Fig. 1: signal wires on met3
Bar = 50 um.
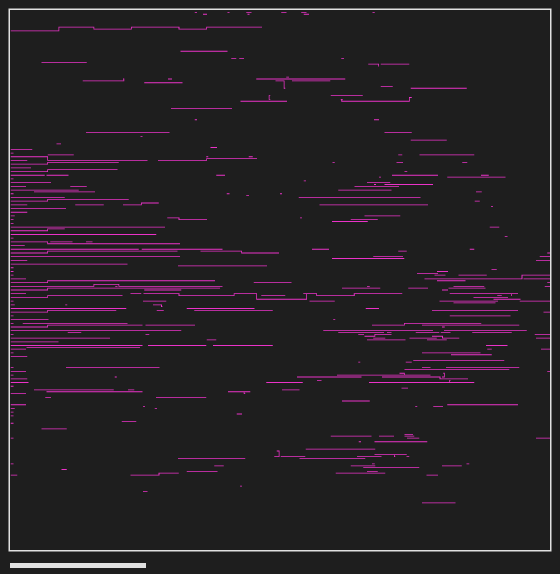
Fig. 2: placed cells, one colour a class
Fill, decap, tap and diode cells in grey.
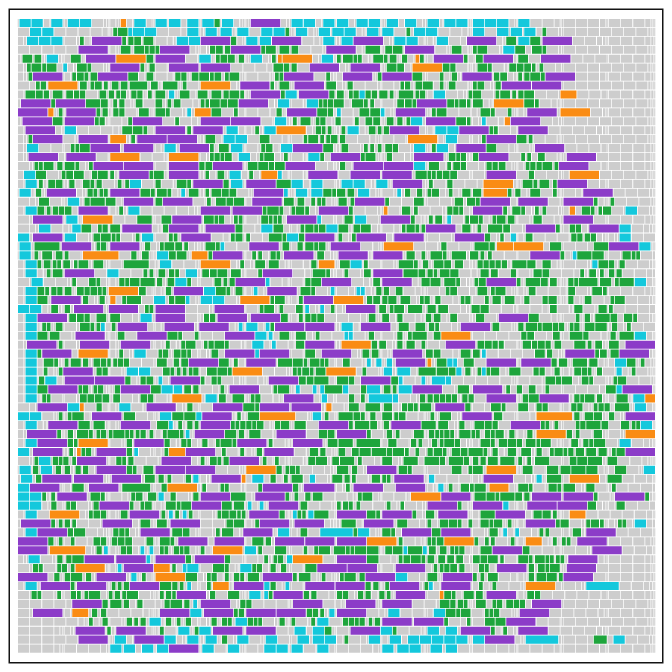
Fig. 3: the clock network
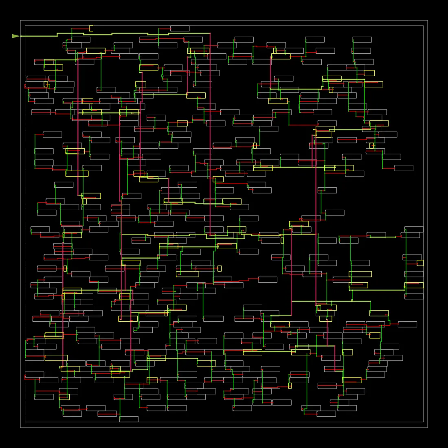
==> config.mk <==
export PLATFORM = sky130hd
export DESIGN_NAME = svc_rv_perf_cpi
export DESIGN_NICKNAME = d
export VERILOG_FILES = /design/src/rtl/svc_rv_perf_pkg.sv /design/src/rtl/svc_rv_perf_div.sv /design/src/rtl/svc_rv_perf_cpi.sv
export SDC_FILE = /design/constraint.sdc
export NUM_CORES = 1
export LEC_CHECK = 0
export CAP_MARGIN = 20
export CORE_MARGIN = 2
export CORE_UTILIZATION = 50
export CTS_CLUSTER_DIAMETER = 80
export DETAILED_ROUTE_END_ITERATION = 10
export GPL_TIMING_DRIVEN = 0
export PLACE_DENSITY_LB_ADDON = 0.15
export SYNTH_ARGS = -nofsm -noshare
export SYNTH_HDL_FRONTEND = slang
export SYNTH_SLANG_ARGS = --single-unit
==> constraint.sdc <==
create_clock -name clk -period 11.6 [get_ports clk]
set_input_delay 1.16 -clock clk [delete_from_list [all_inputs] [get_ports clk]]
set_output_delay 1.16 -clock clk [all_outputs]
set_load 0.02 [all_outputs]
==> flow_summary.yaml <==
# yosys + openroad results
worst_setup_path:
  critPathMaxFanout: 10
  cp_common_cell: "clkbuf_1"
  worstPathArrival_ns: 4.88
power:
  power_frac_seq: 0.437
  p_sw_mw: 0.689
  p_sw_frac: 0.244
finish:
  n_all_inverters: 73
  final_cell_mix: "346 x dfrtp_1, 337 x nor2_1, 243 x clkdlybuf4s50_1"
  clkCellAreaFrac: 0.0619
  largest_cell_class: "logic gates"
global_route:
  use_met2: 0.481
  grt_use_total: 0.300
  grt_pass1_vias: 16509
  antenna_found_initial: 0
  overflow: 0
  grt_max_degree: 114
placement:
  dp.cells: 2849
detailed_routing:
  drc: 0
  drt_iter0_markers: 1333
  first_pass_iters: 5
clock_tree:
  cts_root_buffer: "clkbuf_16"
  cts_tree: "built"
  cts_setup_buffers: 0
  clockBufferDepth: 3
  path_clk_slew_ns: 0.06
logic_synthesis:
  ys_types: 80
  most_common_cell: "dfrtp_1"
  ys_seq_frac: 0.460
outcome:
  status: "completed"
timing:
  fin_ws_ns: 7.11
Notes on Fig. 1 above:
wire length on this layer: 4000 um
longest straight run: 63.3 um
nets with wire on the layer: 218
DRT Wirelength: 57800 um
Global Route met3 Usage: 0.0638
Vias: 16839

Notes on Fig. 2 above:
| colour | class | cells | share of their area |
|---|---|---|---|
| orange | clock drivers and dummy loads | 76 | 6.4% |
| purple | registers | 347 | 38% |
| green | remaining logic cells | 1646 | 43% |
| cyan | remaining buffers and delay cells | 345 | 13% |
post-layout util: 0.627
Site Rows: 71
finished layout cell area: 23500 um^2
CORE AREA: 37500 um^2
sequential cell area share: 0.369

Notes on Fig. 3 above:
clock network power: 1.38 mW
flop count: 347
clock buffer count: 63
clock buffer count from CTS: 42
total clock sinks: 347

No activity file was given, so power comes from the tool's default toggle rates.
